===== src/rtl/chi_iter_engine.sv =====
// Iterated chi (revaluate) engine: holds a 5x5xW state and applies chi 0..MAX_ITER
// times per transaction, with registered valid/ready input and output stages.
module chi_iter_engine #(
    parameter int unsigned W        = 1,
    parameter int unsigned MAX_ITER = 24,
    parameter int unsigned CW       = 5
) (
    input  logic              clk,
    input  logic              rst,
    input  logic              in_valid,
    output logic              in_ready,
    input  logic [25*W-1:0]   in_data,
    input  logic [CW-1:0]     in_iter,
    output logic              out_valid,
    input  logic              out_ready,
    output logic [25*W-1:0]   out_data,
    output logic              busy
);

    localparam int unsigned SW = 25 * W;
    localparam logic [CW-1:0] MAX_CNT = CW'(MAX_ITER);

    typedef enum logic [1:0] {
        IDLE = 2'd0,
        RUN  = 2'd1,
        DONE = 2'd2
    } fsm_t;

    fsm_t             fsm_q, fsm_d;
    logic [SW-1:0]    state_q, state_d;
    logic [SW-1:0]    out_q, out_d;
    logic [CW-1:0]    cnt, cnt_d;
    logic [CW-1:0]    iter_clamped;
    logic [SW-1:0]    chi_next;

    // One chi round over the whole state; lane i = 5*y + x at bits [i*W +: W].
    function automatic logic [SW-1:0] chi(input logic [SW-1:0] a);
        logic [SW-1:0] r;
        int unsigned   l0, l1, l2;
        r = '0;
        for (int unsigned y = 0; y < 5; y++) begin
            for (int unsigned x = 0; x < 5; x++) begin
                l0 = (5 * y + x) * W;
                l1 = (5 * y + (x + 1) % 5) * W;
                l2 = (5 * y + (x + 2) % 5) * W;
                r[l0 +: W] = a[l0 +: W] ^ (~a[l1 +: W] & a[l2 +: W]);
            end
        end
        return r;
    endfunction

    assign chi_next     = chi(state_q);
    assign iter_clamped = (in_iter > MAX_CNT) ? MAX_CNT : in_iter;

    // State register and datapath registers.
    always_ff @(posedge clk or posedge rst) begin
        if (rst) begin
            fsm_q   <= IDLE;
            state_q <= '0;
            out_q   <= '0;
            cnt     <= '0;
        end else begin
            fsm_q   <= fsm_d;
            state_q <= state_d;
            out_q   <= out_d;
            cnt     <= cnt_d;
        end
    end

    // Next-state and datapath update.
    always_comb begin
        fsm_d   = fsm_q;
        state_d = state_q;
        out_d   = out_q;
        cnt_d   = cnt;
        case (fsm_q)
            IDLE: begin
                if (in_valid) begin
                    state_d = in_data;
                    cnt_d   = iter_clamped;
                    if (iter_clamped == '0) begin
                        out_d = in_data;
                        fsm_d = DONE;
                    end else begin
                        fsm_d = RUN;
                    end
                end
            end
            RUN: begin
                state_d = chi_next;
                cnt_d   = cnt - CW'(1);
                if (cnt == CW'(1)) begin
                    out_d = chi_next;
                    fsm_d = DONE;
                end
            end
            DONE: begin
                if (out_ready) begin
                    fsm_d = IDLE;
                end
            end
            default: fsm_d = IDLE;
        endcase
    end

    // Handshake flags decode only the registered FSM state.
    assign in_ready  = (fsm_q == IDLE);
    assign out_valid = (fsm_q == DONE);
    assign busy      = (fsm_q != IDLE);
    assign out_data  = out_q;

endmodule


===== config.mk =====
export PLATFORM = sky130hd
export DESIGN_NAME = chi_iter_engine
export DESIGN_NICKNAME = d
export VERILOG_FILES = /design/src/rtl/chi_iter_engine.sv
export SDC_FILE = /design/constraint.sdc
export NUM_CORES = 1
export LEC_CHECK = 0
export CAP_MARGIN = 30
export CELL_PAD_IN_SITES_DETAIL_PLACEMENT = 2
export CELL_PAD_IN_SITES_GLOBAL_PLACEMENT = 2
export CORE_UTILIZATION = 35
export CTS_BUF_LIST = sky130_fd_sc_hd__clkbuf_16
export DETAILED_ROUTE_END_ITERATION = 8
export MAX_ROUTING_LAYER = met4
export PLACE_DENSITY_LB_ADDON = 0.1
export SYNTH_ARGS = -nofsm -noshare
export SYNTH_HDL_FRONTEND = slang
export SYNTH_SLANG_ARGS = --single-unit

===== constraint.sdc =====
create_clock -name clk -period 2.8 [get_ports clk]
set_clock_uncertainty 0.1 [all_clocks]
set_input_delay 0.28 -clock clk [delete_from_list [all_inputs] [get_ports clk]]
set_output_delay 0.28 -clock clk [all_outputs]
set_load 0.1 [all_outputs]

==> run_1/zoom.png <==
Region (33, 14) to (63, 44) um. Cells in grey, sequential cells in the stronger grey; small squares are vias.
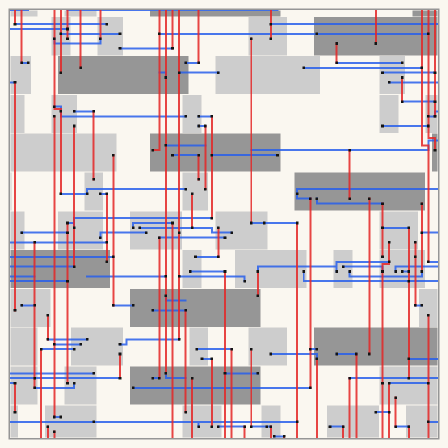
| layer | colour |
|---|---|
| met2 | red |
| met1 | blue |
most frequent: dfrtp_1 (8), mux2i_1 (5), nand2_1 (5)
cells with their middle in the window: 40
sequential cells in the window: 8
netlist names of flops here include: `state_q` (4), `fsm_q` (2)

==> run_1/wire_density.png <==
Scale: 4 px per um. The die is cut into 19 by 19 equal tiles; white is low, dark blue is high, scaled to the fullest tile. Values are wire area over tile area, all layers added.
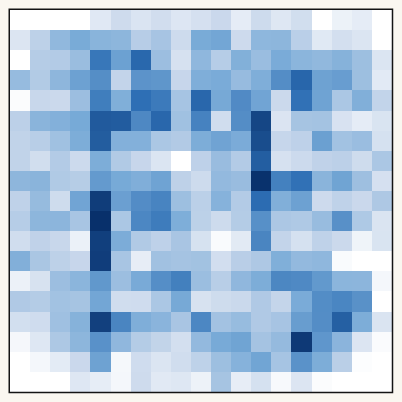
nearly empty tiles: 6.4%
tiles over half the peak: 22%
fullest tile: 0.35
Total Routed Length: 7580 um
global-route total usage across every layer: 0.190
average detailed-routed wire length per instance: 16.4 um
total number of vias: 2,275

==> out/results.md, run 1 <==
| Result | Value |
|:---|:---|
| Part of the Yosys area used for sequential elements | 0.467 |
| Data arrival, critical path | 2.45 ns |
| Count of state elements after synthesis | 57 |
| Post-synthesis cell count | 290 |
| Worst Hold Margin | 0.238 ns |
| Worst reg2reg setup slack | 0.49 ns |
| Run status | finished, final reports clean |
| Setup ws final | 0.488 ns |
| Max-capacitance violation count | 0 |
| Required time worst endpoint | 2.94 ns |
| Slew at the pin closest to its max-slew limit | 0.710 ns |
| Mux area share | 0.164 |
| Cell types with the highest counts after synthesis | dfrtp_1 (57), mux2i_1 (50), inv_1 (34) |
| Number of search-and-repair iterations in the first detailed-routing pass | 3 |
| Clk slew on worst S/H paths | 0.05 ns |
| Post-synth ARST share | 1.00 |
| CTS sink cnt | 57 |
| Worst skew pair latency | 0.32 ns |
| CTS Hold Buffers Added | 0 |
| DRC | 0 |
| Tally of buffers added on design ports | 61 |
| Category of the worst setup path launch point | flop |
| Area fraction of the dominant cell type after synthesis | 0.467 |
| Max Fclk | 433 MHz |
| Core area | 8340 um2 |
| GPL Wtd Cong | 0.703 |
| Number of pins exceeding their max-slew limit in the final report | 0 |
| Element type at the critical path end | flop |
| Final-layout fill cell count | 868 |
| CTS tree | built |
| Start of the worst register-to-register path | fsm_q[0] |
| Maximum number of pins on one net before global-route repair | 57 |
| Growth of design area from synthesis to finish | 29.6% |
| Number of warnings in the stage logs | 27 |
| Layout cell share with drive strength beyond 1 | 0.146 |
| Total setup buffers inserted after CTS | 0 |
| Yosys-reported design area after synthesis | 3060 um2 |
| Setup tns final | 0 ns |
| Syn. warnings | 0 |
| Inst Count DP | 447 |
| Total of endpoints with negative setup slack in the final report | 0 |
| Count of nets left with antenna violations after detail routing | 0 |
| Unique cell types | 33 |
| Headroom to the max-slew limit | 0.525 |
| Site row count | 33 |
| Compound-cell area share of the yosys netlist | 0.0909 |
| Total gr overflow | 0 |
| Top flip-flop cell by instance count after synthesis | dfrtp_1 |
| Mean area per synthesized cell | 10.5 um2 |
| Post-synth EDFFs | 0 |
| Top cells by area, synth | dfrtp_1 (47%), mux2i_1 (16%), xnor2_1 (7.5%) |
| Final count of hold timing violations | 0 |
| Vias in the first global route | 2,495 |
| Number of levels the H-tree was split into | 3 |
| Antenna diode count | 0 |
| Final instance count without filler cells | 462 |
| Cell count in the Yosys report | 290 |
| Die outline height | 95.4 um |
| Initial DRC count | 26 |
| Global-route wire length before repair | 12,600 um |
| Worst-case setup slack after placement | 0.135 ns |
| Area share of fa/ha/maj cells after synthesis | 0.00819 |
| Half-perimeter wire length of the detailed placement result | 5270 um |
| Avg Vias per Cell | 4.92 |
| Fraction of the cycle the final worst path needs | 0.826 |
| Main kind of combinational logic by area | multiplexers |
| Number of antenna violations at the first check in global routing | 0 |
| Area of the die | 9110 um2 |
| Synth Cell Area | 3060 um2 |
| Synthesized-area fraction occupied by and/or/nand/nor cells | 0.113 |
| Clock buffers created by TritonCTS | 9 |
| Post-route minimum period | 2.31 ns |
| CTS root buf | clkbuf_16 |
| Number of I/O pins | 62 |
| CTS-repair resized insts | 0 |
| Biggest fanout along the worst timing path | 15 |
| Type of the setup path with the least slack | flop to flop |
| Unrepaired setup endpoints after global routing | false |
| Worst flop-to-flop path endpoint | out_data[4] |
| Core Density at Floorplan | 0.366 |
| Number of cells on the worst reg-to-reg path | 5 |
==> run_1/clock_map.png <==
Scale: 4 px per um.
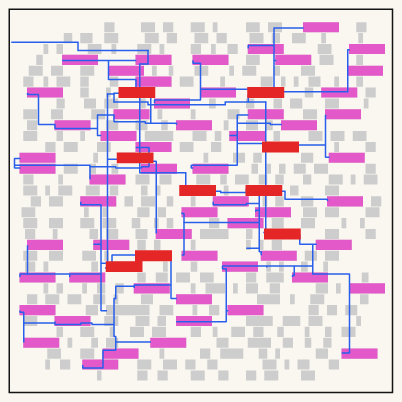
[cells driving clock nets] red | count: 9
[clock wires] blue | length: 926 um
[flip-flops] magenta | count: 57
routed clock nets: 10

==> run 1: state kept, by name (all words and copies together), names as in the netlist <==
register / cells
out_data: 25
state_q: 25
fsm_q: 2
cnt: 5
==> run 1: area by class of cell <==
type                            count  area (um2)  area share
Timing Repair Buffer               65         596       0.150
Tap cell                          105         131      0.0332
Clock buffer                        9         225      0.0569
Sequential cell                    57        1430       0.360
Multi-Input combinational cell    186        1400       0.354
Inverter                           34         128      0.0322
Clock inverter                      6        51.3      0.0130
==> run 1: critical path, stage by stage (launching register included) <==
cell and delay, ns:
dfrtp_1 0.53, or2b_1 0.28, a21oi_4 0.06, nor3_4 0.60, buf_4 0.42, mux2i_1 0.23
==> run 1: metal layers <==
metal	track usage	routed length (um)	vias up
met2	0.301	3700	39
met4	0.0597	79	0
met5	-	0	-
met3	0.0375	238	9
met1	0.244	3560	1148
li1	-	-	1079
==> run 1: cell families after synthesis <==
family,Yosys count
AOI/OAI and AO/OA,43
and+or+nand+nor,65
DFF,57
xor gates and xnor gates,26
buffers and inverters,47
muxes,50
adders and majority gates,2
==> run 1: cell usage in the layout (no fill, tap or decap), types with 2 or more instances in the layout <==
cell | netlist | layout
buf_12 | 2 | 2
a21oi_4 | 2 | 2
inv_1 | 34 | 34
buf_4 | 1 | 30
a221oi_1 | 3 | 3
clkdlybuf4s50_1 | 0 | 33
clkbuf_16 | 0 | 9
nor3_1 | 3 | 3
o21ai_1 | 13 | 13
mux2i_1 | 50 | 50
xnor2_1 | 26 | 26
nand2b_1 | 25 | 25
a211oi_1 | 2 | 2
o21ai_0 | 13 | 13
clkinv_2 | 0 | 2
clkinv_1 | 0 | 2
nand2_1 | 27 | 27
ha_1 | 2 | 2
dfrtp_1 | 57 | 57
a21o_1 | 4 | 4
==> run 1: how the worst max path moves through the flow <==
stage	start	end	slack (ns)	cells after the start
2_1_floorplan	fsm_q[0]	in_ready	0.89	3
6_report	fsm_q[0]	out_data[4]	0.49	5
5_1_grt	fsm_q[0]	out_data[11]	0.28	5
4_1_cts	fsm_q[0]	out_data[4]	0.44	5
3_3_place_gp	in_iter[3]	out_data[13]	0.17	6
3_5_place_dp	in_iter[4]	out_data[12]	0.13	6
==> run 1: per-stage QoR <==
step / utilization / cell area, um2
3_5_place_dp: 0.442 / 3680
2_1_floorplan: - / 3060
3_3_place_gp: 0.442 / 3680
6_report: 0.475 / 3960
4_1_cts: 0.475 / 3960
5_1_grt: 0.475 / 3960
==> run_1/gate_families.png <==
Scale: 6 px per um.
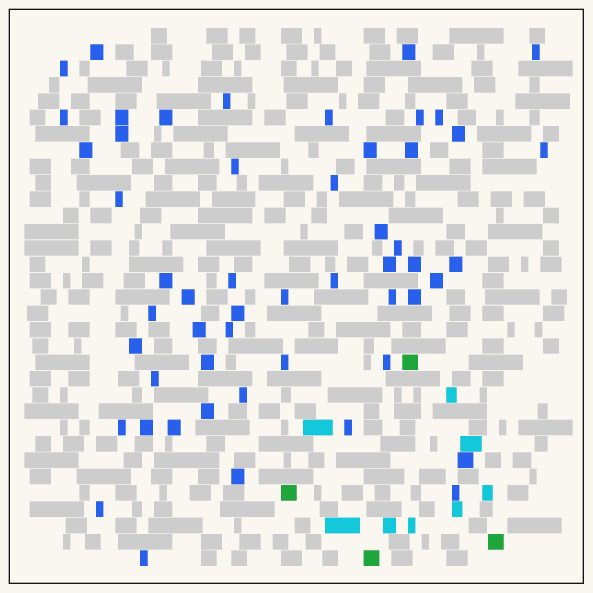

==> run 2: changes to the inputs <==
--- a/config.mk
+++ b/config.mk
@@ -8,7 +8,7 @@
 export CAP_MARGIN = 30
 export CELL_PAD_IN_SITES_DETAIL_PLACEMENT = 2
 export CELL_PAD_IN_SITES_GLOBAL_PLACEMENT = 2
-export CORE_UTILIZATION = 35
+export CORE_UTILIZATION = 32
 export CTS_BUF_LIST = sky130_fd_sc_hd__clkbuf_16
 export DETAILED_ROUTE_END_ITERATION = 8
 export MAX_ROUTING_LAYER = met4
==> constraint.sdc (replaced) <==
create_clock -name clk -period 2.3 [get_ports clk]
set_clock_uncertainty 0.1 [all_clocks]
set_input_delay 0.23 -clock clk [delete_from_list [all_inputs] [get_ports clk]]
set_output_delay 0.23 -clock clk [all_outputs]
set_load 0.1 [all_outputs]
==> run_2/gate_families.png <==
Scale: 6 px per um.
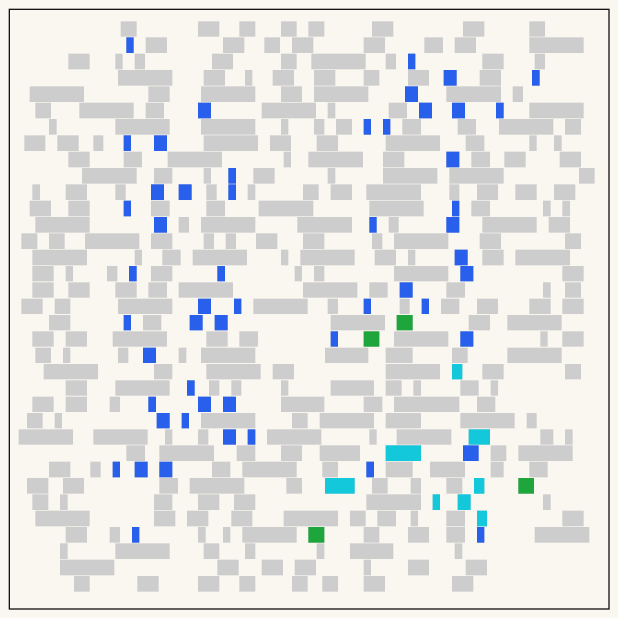
| family | colour | cells |
|---|---|---|
| AND-OR and OR-AND gates | green | 4 |
| NOR gates | cyan | 8 |
| NAND gates | blue | 53 |
final instance count without filler cells: 491
multi-input logic portion of the cell area: 0.347

==> run 2 against run 1 <==
Core utilization decreased by 3.7 points. Cell count is 6.3% higher. Flip-flop count did not move. Clock-buffer cell count unchanged. Non-clock buffer count rose by 4. Critical endpoint is now in_ready.
==> out/results.md, run 2 <==
| Result | Value | Delta |
|:---|:---|:---|
| CTS Hold Buffers Added | 0 | unchanged |
| Highest-count cells in the layout ignoring fill and taps | dfrtp_1 (57), mux2i_1 (50), inv_1 (35) |  |
| GPL Wtd Cong | 0.716 | +1.8% |
| Worst skew pair latency | 0.32 ns | about the same |
| Core Density at Floorplan | 0.331 | -0.0357 |
| Core area | 9240 um2 | +11% |
| Final count of hold timing violations | 0 | unchanged |
| Unique cell types | 33 | unchanged |
| Die outline height | 99.7 um | +4.5% |
| Largest buffer count on any clock path | 2 |  |
| Count of nets left with antenna violations after detail routing | 0 | unchanged |
| Element type at the critical path end | output port |  |
| Max Fclk | 557 MHz |  |
| CTS sink cnt | 57 | unchanged |
| Global-route total usage across every layer | 0.179 | -0.0110 |
| Category of the worst setup path launch point | flop |  |
| Area fraction of the dominant cell type after synthesis | 0.467 | unchanged |
| Type of the setup path with the least slack | flop to output port |  |
| Top cells by area, synth | dfrtp_1 (47%), mux2i_1 (16%), xnor2_1 (7.5%) |  |
| Worst Hold Margin | 0.226 ns | -0.0123 ns |
| Setup ws final | 0.506 ns | +0.0174 ns |
| Tally of buffers added on design ports | 61 | unchanged |
| Slew at the pin closest to its max-slew limit | 0.613 ns | -0.0966 ns |
| Data arrival, critical path | 1.46 ns | -0.99 ns |
| Final-layout fill cell count | 994 | +15% |
| Part of the Yosys area used for sequential elements | 0.467 | unchanged |
| Post-route minimum period | 1.79 ns |  |
| Average detailed-routed wire length per instance | 15.6 um | -5.1% |
| Post-Synthesis Net Count | 326 |  |
| Required time worst endpoint | 1.97 ns | -0.97 ns |
| Worst-case setup slack after placement | 0.260 ns | +0.125 ns |
| Global-route wire length before repair | 13,200 um | +4.8% |
| Avg Vias per Cell | 4.61 | -6.4% |
| Post-synth ARST share | 1.00 | unchanged |
| Post-synthesis cell count | 290 | unchanged |
| Cell count in the Yosys report | 290 | unchanged |
| Maximum number of pins on one net before global-route repair | 57 | unchanged |
| Crit path largest cell delay | 0.52 ns | -0.08 ns |
| Cell types with the highest counts after synthesis | dfrtp_1 (57), mux2i_1 (50), inv_1 (34) |  |
| Syn. warnings | 0 | unchanged |
| Run status | finished, final reports clean |  |
| Cell accounting for the most synthesized area | dfrtp_1 |  |
| Hold/Removal Path Class | input port to asynchronous set/reset pin |  |
| Number of I/O pins | 62 | unchanged |
| CTS root buf | clkbuf_16 |  |
| Cells along the critical path | or2_4 > inv_1 > buf_12 |  |
| Number of cells on the worst reg-to-reg path | 4 | -1 |
| Number of pins exceeding their max-slew limit in the final report | 0 | unchanged |
| Inst Count DP | 475 | +6.3% |
| CTS-repair resized insts | 0 | unchanged |
| Synth Cell Area | 3060 um2 | unchanged |
| Total setup buffers inserted after CTS | 0 | unchanged |
| Total number of vias | 2,263 | -0.53% |
| Total of endpoints with negative setup slack in the final report | 0 | unchanged |
| Number of warnings in the stage logs | 27 | unchanged |
| Initial DRC count | 20 | -23% |
| Post-synth EDFFs | 0 | unchanged |
| Vias in the first global route | 2,630 | +5.4% |
| Antenna diode count | 0 | unchanged |
| Site row count | 35 | +6.1% |
| Fraction of the cycle the final worst path needs | 0.780 |  |
| Total Routed Length | 7640 um | +0.84% |
| Number of levels the H-tree was split into | 3 | unchanged |
| Count of state elements after synthesis | 57 | unchanged |
| Clk slew on worst S/H paths | 0.05 ns | about the same |
| Most common cell in the netlist | dfrtp_1 |  |
| Top flip-flop cell by instance count after synthesis | dfrtp_1 |  |
| Growth of design area from synthesis to finish | 32.5% |  |
| Total gr overflow | 0 | unchanged |
| Commonest non-fill, non-tap cell in the layout | dfrtp_1 |  |
| Unrepaired setup endpoints after global routing | false |  |
| DRC | 0 | unchanged |
| Nets | 393 |  |
| Biggest fanout along the worst timing path | 12 | -3 |
| Die extent in x | 99.7 um |  |
| Area of the die | 9940 um2 | +9.2% |
| CTS tree | built |  |
| Number of antenna violations at the first check in global routing | 0 | unchanged |
| Max-capacitance violation count | 0 | unchanged |
| Setup tns final | 0 ns | unchanged |
| Mean area per synthesized cell | 10.5 um2 | unchanged |
| Number of search-and-repair iterations in the first detailed-routing pass | 4 | +1 |
| Half-perimeter wire length of the detailed placement result | 5230 um | -0.70% |
| Headroom to the max-slew limit | 0.591 | +0.0653 |
| Yosys-reported design area after synthesis | 3060 um2 | unchanged |
| Layout cell share with drive strength beyond 1 | 0.152 | +0.00628 |
| Slowest cell on crit path | dfrtp_1 |  |
| Clock buffers created by TritonCTS | 9 | unchanged |
==> run_2/wire_density.png <==
Scale: 4 px per um. The die is cut into 20 by 20 equal tiles; white is low, dark blue is high, scaled to the fullest tile. Values are wire area over tile area, all layers added.
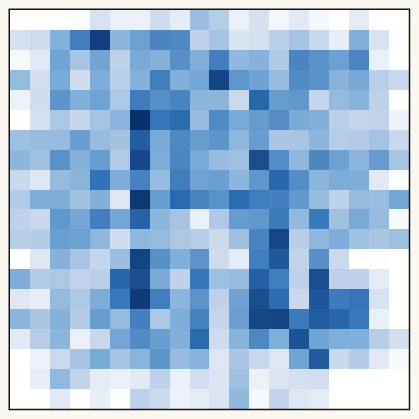
densest ninth of the die: centre
tiles over half the peak: 31%
fullest tile: 0.30
nearly empty tiles: 8.0%

run 2: cell count changes in the layout (fill, tap and decap cells not counted):
cell      before  now
buf_4         30   32
clkinv_2       2    1
clkinv_1       2    3
inv_1         34   35
buf_12         2    4
run 2: cell families (layout without fill, tap and decap cells):
group | Yosys count | in the layout | synth area share
flip-flops | 57 | 57 | 0.467
adder cells (fa/ha/maj) | 2 | 2 | 0.00819
multiplexers | 50 | 50 | 0.164
AND-OR/OR-AND | 43 | 43 | 0.0909
AND/OR/NAND/NOR | 65 | 65 | 0.113
buffers and inverters | 47 | 119 | 0.0823
XOR/XNOR | 26 | 26 | 0.0745
run 2: per-layer routing:
| layer | track usage | vias up | routed length, um |
|---|---|---|---|
| met4 | 0.0747 | 0 | 145 |
| met2 | 0.309 | 35 | 3850 |
| met5 | - | - | 0 |
| met1 | 0.206 | 1128 | 3470 |
| li1 | - | 1090 | - |
| met3 | 0.0274 | 10 | 187 |
run 2: path summary, 6_finish.rpt:
| check | startpoint | end | slack (ns) |
|---|---|---|---|
| max in group asynchronous | rst | out_data[16] | 1.26 |
| worst min-delay path | rst | state_q[9] | 0.23 |
| min in group clk | out_ready | fsm_q[1] | 0.37 |
| worst max register to register | fsm_q[0] | out_data[16] | 0.51 |
| worst min register to register | cnt[1] | cnt[1] | 0.42 |
| worst max-delay path | fsm_q[0] | in_ready | 0.51 |
run 2: worst max-delay path, delay by kind of cell, from the launching register on:
family	cells	cell delay [ns]
buf+inv	2	0.28
flops	1	0.52
simple gates	1	0.34
run 2: final cells by class:
type / count / area (um2) / area share
clock buffer: 9 / 225 / 0.0556
tap: 129 / 161 / 0.0399
timing repair buffer: 69 / 651 / 0.161
clock inverter: 7 / 53.8 / 0.0133
inverter: 34 / 128 / 0.0315
sequential: 57 / 1430 / 0.352
multi-input combinational: 186 / 1400 / 0.347
run 2: stage by stage:
step / area, um2 / utilization
floorplan: 3060 / -
global placement: 3770 / 0.408
detailed placement: 3770 / 0.408
CTS: 4050 / 0.438
finish: 4050 / 0.438
global route: 4050 / 0.438
